<file path="config.mk">
export PLATFORM = sky130hd
export DESIGN_NAME = booth_seq_multiplier
export DESIGN_NICKNAME = d
export VERILOG_FILES = /design/src/rtl/booth_seq_multiplier.sv
export SDC_FILE = /design/constraint.sdc
export NUM_CORES = 1
export LEC_CHECK = 0
export CAP_MARGIN = 20
export CORE_MARGIN = 2
export CORE_UTILIZATION = 47
export DETAILED_ROUTE_END_ITERATION = 10
export GPL_ROUTABILITY_DRIVEN = 1
export PLACE_DENSITY = 0.82
export SYNTH_ARGS = -nofsm -noshare
export SYNTH_HDL_FRONTEND = slang
export SYNTH_SLANG_ARGS = --single-unit
</file>
<file path="constraint.sdc">
create_clock -name clk -period 2.8 [get_ports clk]
set_clock_uncertainty 0.1 [all_clocks]
set_input_delay 0.56 -clock clk [delete_from_list [all_inputs] [get_ports clk]]
set_output_delay 0.56 -clock clk [all_outputs]
set_load 0.03 [all_outputs]
</file>
<file path="src/rtl/booth_seq_multiplier.sv">
// Radix-4 Booth sequencer and accumulator for the FMAC mantissa multiplier.
// Each RUN cycle encodes one Booth digit of the latched multiplier into the
// selector action code. The same cycle it sign-extends, shifts and
// accumulates the partial product that the selector returns.
//
// Handshake: start is a request that is only sampled while busy=0 (IDLE);
// an accepted start latches both operands. done is a one-cycle valid
// strobe qualifying product, which stays held until the next completion
// or reset. There is no back-pressure on the result side.
module booth_seq_multiplier #(
    parameter int N = 8
) (
    input  logic             clk,
    input  logic             rst,
    input  logic             start,
    input  logic [N-1:0]     multiplier,
    input  logic [N-1:0]     multiplicand,
    output logic [2:0]       action,
    output logic [N-1:0]     mcand_out,
    input  logic [N+1:0]     partial_product,
    output logic [2*N-1:0]   product,
    output logic             busy,
    output logic             done
);

    localparam int D  = N / 2 + 1;   // number of Booth digits
    localparam int PW = N + 2;       // partial-product width
    localparam int AW = 2 * N + 2;   // accumulator width
    localparam int CW = $clog2(D + 1);
    localparam logic [CW-1:0] LAST = CW'(D - 1);

    typedef enum logic [0:0] {
        IDLE = 1'b0,
        RUN  = 1'b1
    } state_t;

    state_t          state_q, state_d;
    logic [CW-1:0]   count_q, count_d;
    logic [N+2:0]    p_q, p_d;          // {2'b00, multiplier, 1'b0}
    logic [N-1:0]    mcand_q, mcand_d;
    logic [AW-1:0]   acc_q, acc_d;
    logic [2*N-1:0]  product_q, product_d;
    logic            done_q, done_d;

    logic [CW:0]     shamt;
    logic [N+2:0]    p_shifted;
    logic [2:0]      triplet;
    logic [2:0]      booth_code;
    logic [AW-1:0]   term;
    logic [AW-1:0]   acc_sum;

    // Booth-encode the current digit triplet and form the shifted, sign-extended term
    always_comb begin
        shamt      = {count_q, 1'b0};
        p_shifted  = p_q >> shamt;
        triplet    = p_shifted[2:0];
        booth_code = 3'b000;
        unique case (triplet)
            3'b001, 3'b010: booth_code = 3'b100;   // +M
            3'b011:         booth_code = 3'b010;   // +2M
            3'b100:         booth_code = 3'b011;   // -2M
            3'b101, 3'b110: booth_code = 3'b101;   // -M
            default:        booth_code = 3'b000;   // 000 and 111 add nothing
        endcase
        term    = {{(AW - PW){partial_product[PW-1]}}, partial_product} << shamt;
        acc_sum = acc_q + term;
    end

    // Next-state logic: operand capture, digit stepping, completion
    always_comb begin
        state_d   = state_q;
        count_d   = count_q;
        p_d       = p_q;
        mcand_d   = mcand_q;
        acc_d     = acc_q;
        product_d = product_q;
        done_d    = 1'b0;
        unique case (state_q)
            IDLE: begin
                if (start) begin
                    p_d     = {2'b00, multiplier, 1'b0};
                    mcand_d = multiplicand;
                    acc_d   = '0;
                    count_d = '0;
                    state_d = RUN;
                end
            end
            RUN: begin
                acc_d   = acc_sum;
                count_d = count_q + CW'(1);
                if (count_q == LAST) begin
                    // Intermediate acc may be negative; the final sum is not
                    product_d = acc_sum[2*N-1:0];
                    done_d    = 1'b1;
                    state_d   = IDLE;
                end
            end
            default: state_d = IDLE;
        endcase
    end

    // State register with synchronous reset that overrides everything
    always_ff @(posedge clk) begin
        if (rst) begin
            state_q   <= IDLE;
            count_q   <= '0;
            p_q       <= '0;
            mcand_q   <= '0;
            acc_q     <= '0;
            product_q <= '0;
            done_q    <= 1'b0;
        end else begin
            state_q   <= state_d;
            count_q   <= count_d;
            p_q       <= p_d;
            mcand_q   <= mcand_d;
            acc_q     <= acc_d;
            product_q <= product_d;
            done_q    <= done_d;
        end
    end

    // Outputs derived from state and registers
    always_comb begin
        busy      = (state_q == RUN);
        action    = (state_q == RUN) ? booth_code : 3'b000;
        mcand_out = mcand_q;
        product   = product_q;
        done      = done_q;
    end

endmodule

</file>
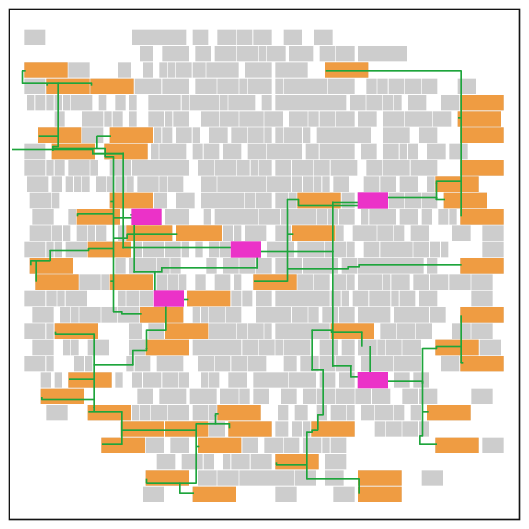
(images/clk_routes.png)
Scale: 6 px per um.
- clock drivers: magenta (count 5)
- flip-flops: orange (count 53)
- clock wires: green (length 624 um)
- routed clock nets: 6
- flops lie: spread over the die

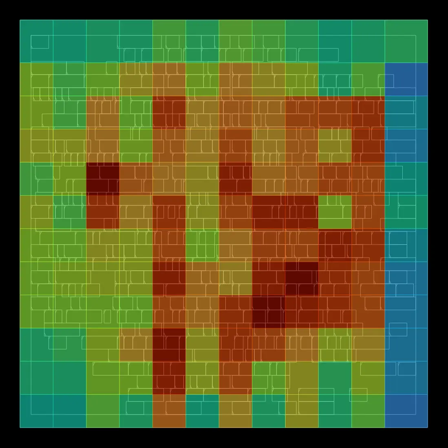
(images/congestion.png)
WL/cell: 16.48 um
M3 GR Usage: 0.05015

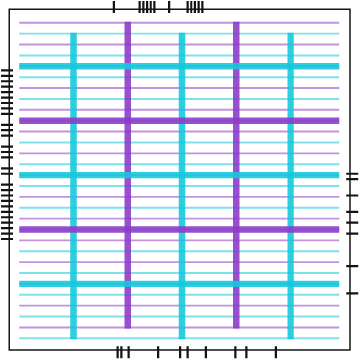
(images/power_grid.png)
Scale: 4 px per um. Pins as bars on the die edge.
- VDD: purple
- VSS: cyan
- signal pins: 58
- met1 rails: 30

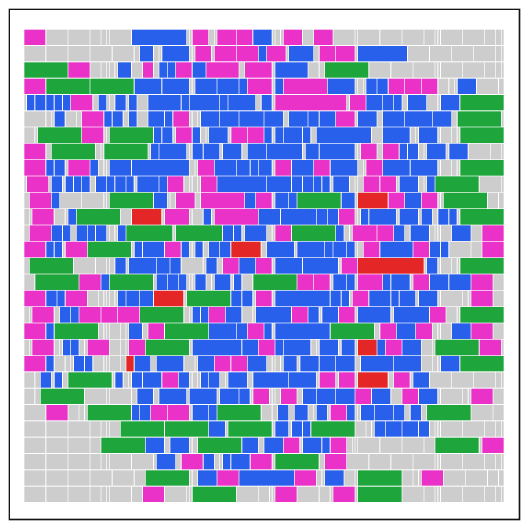
(images/placement_by_type.png)
Scale: 6 px per um. Fill, decap, tap and diode cells in gray.
- combinational and other logic: blue (cells 295)
- remaining buffers and delay cells: magenta (cells 130)
- clock drivers and dummy loads: red (cells 8)
- sequential cells: green (cells 53)

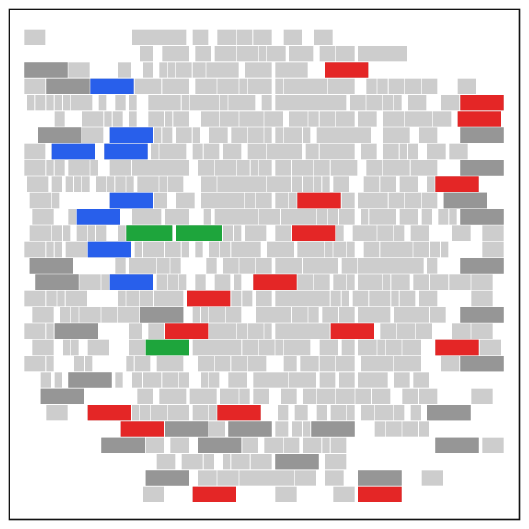
(images/flops_by_reg.png)
Scale: 6 px per um. Other sequential cells in the stronger gray, the rest of the logic in the fainter gray.
- acc_q: red (placed flops 16)
- p_q: blue (placed flops 8)
- count_q: green (placed flops 3)
- not colored: 26

==> results.toml <==
# implementation run metrics
[synth]
synth.top_cell.area_share = 0.3458
largest_area_cell = "dfxtp_1"
top_cells_by_area = "dfxtp_1 35%, ha_1 8.6%, nand2_1 7.0%"
synth_cells = 372
top_logic_kind = "AND-OR/OR-AND gates"
ys_types = 52
simple_gate_area_frac = 0.1880
flop_cell = "dfxtp_1"
syn_nets = 423
postSynth.asyncResetShare = 0
syn_area_um2 = 3068
synth-seq-cells = 53
yosys_area_um2 = 3068
postSynthSeqShare = 0.3458

[layout]
multi_input_comb_cells = 288
design_area_um2 = 4657
num_antenna_cells = 1
nets = 536

[critical_path]
worstPathRequired_ns = 2.91
cp-end-kind = "flip-flop"
crit_type = "flip-flop to flip-flop"
path_max_fanout = 5

[clock_tree]
cts_max_level = 2
tritoncts = "done"
cts_buffers = 5

[sta]
fin_tns_setup_ns = -0.3964
period_used_share = 1.024
finalWorstSetupSlack_ns = -0.06625
setup_viol = 12
drv_slew = 0

[run_status]
violations = "setup timing"
status = "finished with violations"

[drt]
num_vias = 3236
drtPass1Iterations = 5
drt_iter0_drc = 161

[die]
fp-utilization = 0.4859
rows = 29
core_area_um2 = 6314
tap_cells = 77
die_w_um = 84.80
chipArea_um2 = 7190

[place]
place_area_um2 = 4103

[flow_run]
warnings = 32

[min_path]
min_path_type = "flip-flop to flip-flop"

[global_route]
grt_max_degree = 29
## kinds of logic after synthesis
| kind of cell | after synthesis |
|---|---|
| XOR/XNOR | 13 |
| buffers and inverters | 31 |
| flip-flops | 53 |
| adder cells (fa/ha/maj) | 22 |
| AND/OR/NAND/NOR | 127 |
| multiplexers | 15 |
| AND-OR/OR-AND | 111 |
## through the flow
stage | worst slack [ns] | utilization | hold slack [ns] | instances | power, uW
finish | -0.06625 | 0.7376 | 0.3575 | 564 | 2149
global route | -0.1623 | 0.7376 | 0.3834 | 564 | 2254
CTS | -0.07022 | 0.7029 | 0.3605 | 558 | 2045
detailed placement | -0.5441 | 0.6498 | 0.3474 | 541 | 1455
global placement | -0.5186 | 0.6486 | 0.3391 | 540 | 1437
floorplan | 0.004833 | - | 0.3297 | 372 | 1192
## cells in the mapped netlist (2+ instances only)
library cell,count
a31oi_1,4
o21ai_1,9
mux2_2,2
ha_1,21
and2_1,6
inv_1,5
a32oi_1,2
a21oi_2,2
o21ai_0,6
o31ai_1,2
a21oi_1,42
xor2_1,8
nor3b_1,7
nor3_1,7
o21a_1,2
dfxtp_1,53
a21o_1,3
or4_1,2
nor2b_1,8
buf_2,6
nor2_1,26
buf_1,3
mux2i_1,12
a22o_1,17
clkbuf_1,14
nand2b_1,2
o211ai_1,2
nand3_1,10
a21boi_0,2
nand2_1,57
a311oi_1,2
a211oi_1,4
xnor2_1,5
## path summary, 6_finish.rpt
| check | slack, ns | from | endpoint | depth (start not counted) |
|---|---|---|---|---|
| worst max-delay path | -0.07 | count_q[0]$_SDFFE_PP0P_ | acc_q[9]$_SDFFE_PP0P_ | 14 |
| worst min-delay path | 0.36 | mcand_out[2]$_SDFFE_PP0P_ | mcand_out[2]$_SDFFE_PP0P_ | 2 |
| worst min register to register | 0.36 | mcand_out[2]$_SDFFE_PP0P_ | mcand_out[2]$_SDFFE_PP0P_ | 2 |
| worst max register to register | -0.07 | count_q[0]$_SDFFE_PP0P_ | acc_q[9]$_SDFFE_PP0P_ | 14 |
## critical path, cell delays in order, from the launching register on
cell	delay [ns]
dfxtp_2	0.35
buf_6	0.13
buf_12	0.11
mux2_4	0.33
o21ai_4	0.17
nor2_2	0.08
ha_4	0.23
buf_4	0.14
a21oi_4	0.14
o21ai_2	0.08
a31oi_2	0.21
buf_4	0.19
o21ai_1	0.08
xor2_1	0.19
a22o_1	0.22
## flip-flops by register name, indices dropped and copies added, names as in the netlist
register,cells
acc_q,16
busy,1
count_q,3
done,1
mcand_out,8
p_q,8
product,16
## layer usage
layer / track usage / wire length (um)
met5: 0 / 0
met2: 0.4281 / 4749
met1: 0.2909 / 3689
met4: 0.09380 / 346
met3: 0.05015 / 512
## what timing repair did
item                                   in CTS  in global routing
gates resized                              42                 45
setup endpoints to repair                  20                 24
endpoints found under the hold margin       0                  0
setup buffers                               8                  6
gates cloned                                1                  0
pin swaps                                  22                 32
## power by group
part	leakage, uW	internal (uW)	total, uW	switching [uW]
sequential	0.000433	790	818	27.4
combinational	0.00144	396	804	408
clock	0.0000554	269	527	259
total	0.00192	1450	2150	694
Power and IR drop assume default switching activity.
